## src/rtl/ex_wb_pipe_stage.sv

```systemverilog
// rtl/ex_wb_pipe_stage.sv - EX->WB pipeline register with valid/ready handshake, 2-entry skid buffer, flush and forwarding tap
module ex_wb_pipe_stage #(
    parameter int unsigned DATA_WIDTH = 32,
    parameter int unsigned ADDR_WIDTH = 4,
    parameter int unsigned BANK_WIDTH = 2
) (
    input  logic                  clk,
    input  logic                  rst_n,
    input  logic                  flush,
    input  logic                  in_valid,
    output logic                  in_ready,
    input  logic [BANK_WIDTH-1:0] regs_bank_in,
    input  logic [DATA_WIDTH-1:0] mux2_in,
    input  logic [DATA_WIDTH-1:0] pc_in,
    input  logic [ADDR_WIDTH-1:0] regC_adress_in,
    input  logic                  write_inst_in,
    output logic                  out_valid,
    input  logic                  out_ready,
    output logic [BANK_WIDTH-1:0] regs_bank_out,
    output logic [DATA_WIDTH-1:0] mux2_out,
    output logic [DATA_WIDTH-1:0] pc_out,
    output logic [ADDR_WIDTH-1:0] regC_adress_out,
    output logic                  write_inst_out,
    output logic                  fwd_valid,
    output logic [ADDR_WIDTH-1:0] fwd_addr,
    output logic [DATA_WIDTH-1:0] fwd_data
);

    // Packed payload: {bank, mux2, pc, addr, write}
    localparam int unsigned PW = BANK_WIDTH + 2 * DATA_WIDTH + ADDR_WIDTH + 1;

    logic [PW-1:0] in_pld;
    logic [PW-1:0] main_q, main_d;
    logic [PW-1:0] skid_q, skid_d;
    logic          main_valid_q, main_valid_d;
    logic          skid_valid_q, skid_valid_d;
    logic          in_ready_q, in_ready_d;
    logic          accept;
    logic          pop;
    logic          held_write;

    assign in_pld = {regs_bank_in, mux2_in, pc_in, regC_adress_in, write_inst_in};
    assign accept = in_valid & in_ready_q;
    assign pop    = main_valid_q & out_ready;

    // Next-state: the {skid, main} valid pair encodes EMPTY / ONE / FULL
    always_comb begin
        main_d       = main_q;
        skid_d       = skid_q;
        main_valid_d = main_valid_q;
        skid_valid_d = skid_valid_q;
        if (flush) begin
            // Payload is left as-is; only the valid bits matter after a kill
            main_valid_d = 1'b0;
            skid_valid_d = 1'b0;
        end else begin
            case ({skid_valid_q, main_valid_q})
                2'b00: begin
                    if (accept) begin
                        main_d       = in_pld;
                        main_valid_d = 1'b1;
                    end
                end
                2'b01: begin
                    if (accept && pop) begin
                        main_d = in_pld;
                    end else if (accept) begin
                        skid_d       = in_pld;
                        skid_valid_d = 1'b1;
                    end else if (pop) begin
                        main_valid_d = 1'b0;
                    end
                end
                2'b11: begin
                    // in_ready is low here, so only a pop can move state
                    if (pop) begin
                        main_d       = skid_q;
                        skid_valid_d = 1'b0;
                    end
                end
                default: ;
            endcase
        end
        // Registered ready: accept only when the skid slot is free after this edge
        in_ready_d = ~skid_valid_d;
    end

    // State registers; reset clears payload too so outputs read as zero
    always_ff @(posedge clk) begin
        if (!rst_n) begin
            main_q       <= '0;
            skid_q       <= '0;
            main_valid_q <= 1'b0;
            skid_valid_q <= 1'b0;
            in_ready_q   <= 1'b1;
        end else begin
            main_q       <= main_d;
            skid_q       <= skid_d;
            main_valid_q <= main_valid_d;
            skid_valid_q <= skid_valid_d;
            in_ready_q   <= in_ready_d;
        end
    end

    assign {regs_bank_out, mux2_out, pc_out, regC_adress_out, held_write} = main_q;

    // A stale or flushed entry must never reach the register bank
    assign out_valid      = main_valid_q;
    assign in_ready       = in_ready_q;
    assign write_inst_out = held_write & main_valid_q;
    assign fwd_valid      = held_write & main_valid_q;
    assign fwd_addr       = regC_adress_out;
    assign fwd_data       = mux2_out;

endmodule

```

## config.mk

```make
export PLATFORM = sky130hd
export DESIGN_NAME = ex_wb_pipe_stage
export DESIGN_NICKNAME = d
export VERILOG_FILES = /design/src/rtl/ex_wb_pipe_stage.sv
export SDC_FILE = /design/constraint.sdc
export NUM_CORES = 1
export LEC_CHECK = 0
export ABC_AREA = 1
export ABC_CLOCK_PERIOD_IN_PS = 3900
export CAP_MARGIN = 20
export CORE_AREA = 2 2 116 129
export CTS_CLUSTER_DIAMETER = 30
export DETAILED_ROUTE_END_ITERATION = 10
export DIE_AREA = 0 0 118 131
export GPL_TIMING_DRIVEN = 0
export HOLD_SLACK_MARGIN = 0.06
export PLACE_DENSITY = 0.94
export SYNTH_ARGS = -nofsm -noshare
export SYNTH_HDL_FRONTEND = slang
export SYNTH_SLANG_ARGS = --single-unit
```

## constraint.sdc

```tcl
create_clock -name clk -period 3.9 [get_ports clk]
set_clock_uncertainty 0.15 [all_clocks]
set_input_delay 0.585 -clock clk [delete_from_list [all_inputs] [get_ports clk]]
set_output_delay 0.585 -clock clk [all_outputs]
set_load 0.005 [all_outputs]
```

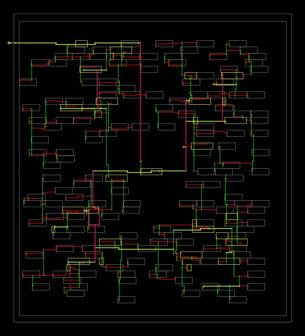
**Above:** clock wiring as the flow saved it.
CLK BUF: 26
clock sink count: 145
FFs & Latches: 145
CTS Buf Count: 17

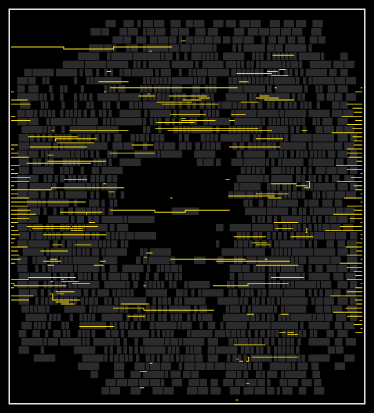
**Above:** signal wires on met3.
Scale: 3 px per µm.
The layer holds 7.6% of the routed length. The layer carries 1450 µm of wire. The wires run mostly horizontal. The longest straight run is 42.1 µm. 176 nets have wire on it.
WL final: 19200 µm
via count: 7430
met3 Usage GRT: 5.69%

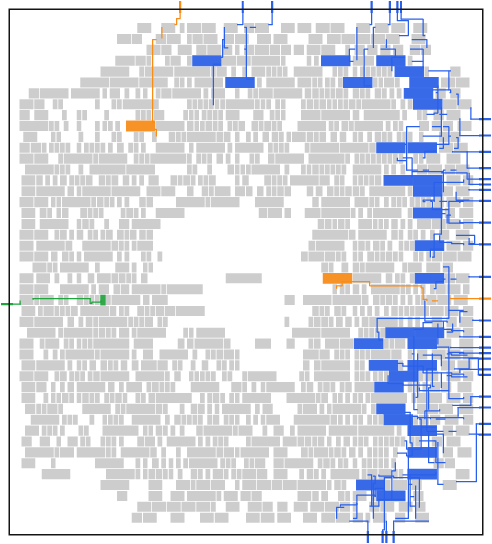
**Above:** I/O nets highlighted.
Scale: 4 px per µm.
Orange shows regs_bank_out, direction output, edge 1 right, 1 top, end cells 2, buffers 4, wire 69.5 µm. Green shows out_ready, direction input, edge left, end cells 1, buffers 1, wire 22.2 µm. Blue shows mux2_out, direction output, edge 22 right, 6 top, 4 bottom, end cells 32, buffers 64, wire 1000 µm.
Port-buffer cells: 184
boundary pin count: 186

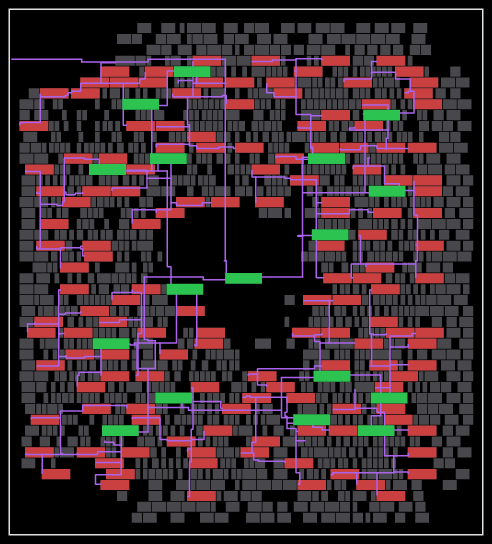
**Above:** clock distribution.
Scale: 4 px per µm.
Red shows flip-flops, count 145. Purple shows clock wires, length 1770 µm. Green shows clock-net drivers, count 17.
There are 18 routed clock nets.
Late-Pin Clk Latency: 0.42 ns
clock power share: 40.2%
Clock Power: 1.48 mW

==> impl_metrics.toml <==
# generated from flow reports
[grt]
grt_start_max_net_pins = 17
antenna_found_initial = 0

[setup_path]
required_ns = 3.16
crit_slowest_cell = "clkdlybuf4s50_1"
path_buffers = 5
critPathTopFamily = "buffers and inverters"

[logic_synthesis]
yosys.area_share.aoi_pct = 4.98
mux_area_share_pct = 0
synth_top_area_share_pct = 39.6
yosysWarnings = 0
syn_area_per_cell_um2 = 6.53
synth.logic.top_family = "simple AND/OR/NAND/NOR gates"

[clocking]
cts-htree-levels = 4
cts.path.max_buffers = 2
holdBufCountCts = 0
post_cts_buffers = 0

[floorplan]
fp.dieW_um = 118
core_um2 = 14200
rows = 46

[sta]
grt_setup_unrepaired = "false"
setup_slack_ns = 1.03
slew_viol_final = 0

[pwr]
vdd_drop_max_v = 0.000302
power.leakage_nw = 4.83

[drt]
drc = 0

[status]
status = "finished, final reports clean"
-- Yosys cell counts (all sizes together) --
master	instances
nand2	294
nor2	287
buf	161
dfxtp	145
inv	78
nand3	71
o21ai	71
clkbuf	14
nand4	1
o211a	1
-- routing by layer --
metal | global-route usage [%] | up-vias | share of wire [%]
met5 | 0 | - | 0
met4 | 10.8 | 0 | 2.6
met3 | 5.69 | 45 | 7.5
met2 | 45.1 | 321 | 51
met1 | 28.2 | 3356 | 39
li1 | - | 3708 | -
-- stage by stage --
step	hold slack (ns)	std cells
floorplan	0.305	1123
global placement	0.312	1499
detailed placement	0.322	1499
CTS	0.335	1530
global route	0.351	1530
finish	0.332	1530
-- worst paths after layout --
kind                             end                     from  cells past startpoint  slack [ns]
max                   write_inst_out   out_valid$_SDFFE_PP0P_                      6        1.03
min reg2reg  main_q[29]$_SDFFE_PN0P_  main_q[29]$_SDFFE_PN0P_                      2        0.33
min          main_q[29]$_SDFFE_PN0P_  main_q[29]$_SDFFE_PN0P_                      2        0.33
max reg2reg  main_q[32]$_SDFFE_PN0P_      in_ready$_SDFF_PN1_                      8        2.04
-- power breakdown --
group	internal, mW	leakage [nW]	switching [mW]	total [mW]
clock network	0.889	0.266	0.596	1.48
registers	1.55	1.18	0.0405	1.59
logic	0.371	3.38	0.255	0.625
-- area by class of cell --
class / count / area (µm²)
clock buffers: 26 / 509
clock inverters: 5 / 27.5
repair buffers: 184 / 1840
well taps: 192 / 240
fillers: 1132 / 4260
flip-flops and latches: 145 / 2900
multi-input cells: 725 / 2920
inverters: 78 / 295
plain buffers: 175 / 1210
-- cell families (layout without fill, tap and decap cells) --
group                  count (synthesis)  in the layout
DFF                                  145            145
buffers and inverters                253            468
AOI/OAI and AO/OA                     72             72
and+or+nand+nor                      653            653
-- tightest hold or removal path, delay by kind of cell, from the launching register on --
family        cells  cell delay (ns)
flops             1             0.32
simple gates      2             0.13
-- flip-flops by register name, indices dropped and copies added (netlist names) --
signal / cells
in_ready: 1
main_q: 71
out_valid: 1
skid_q: 71
skid_valid_q: 1
Power and IR drop assume default switching activity.
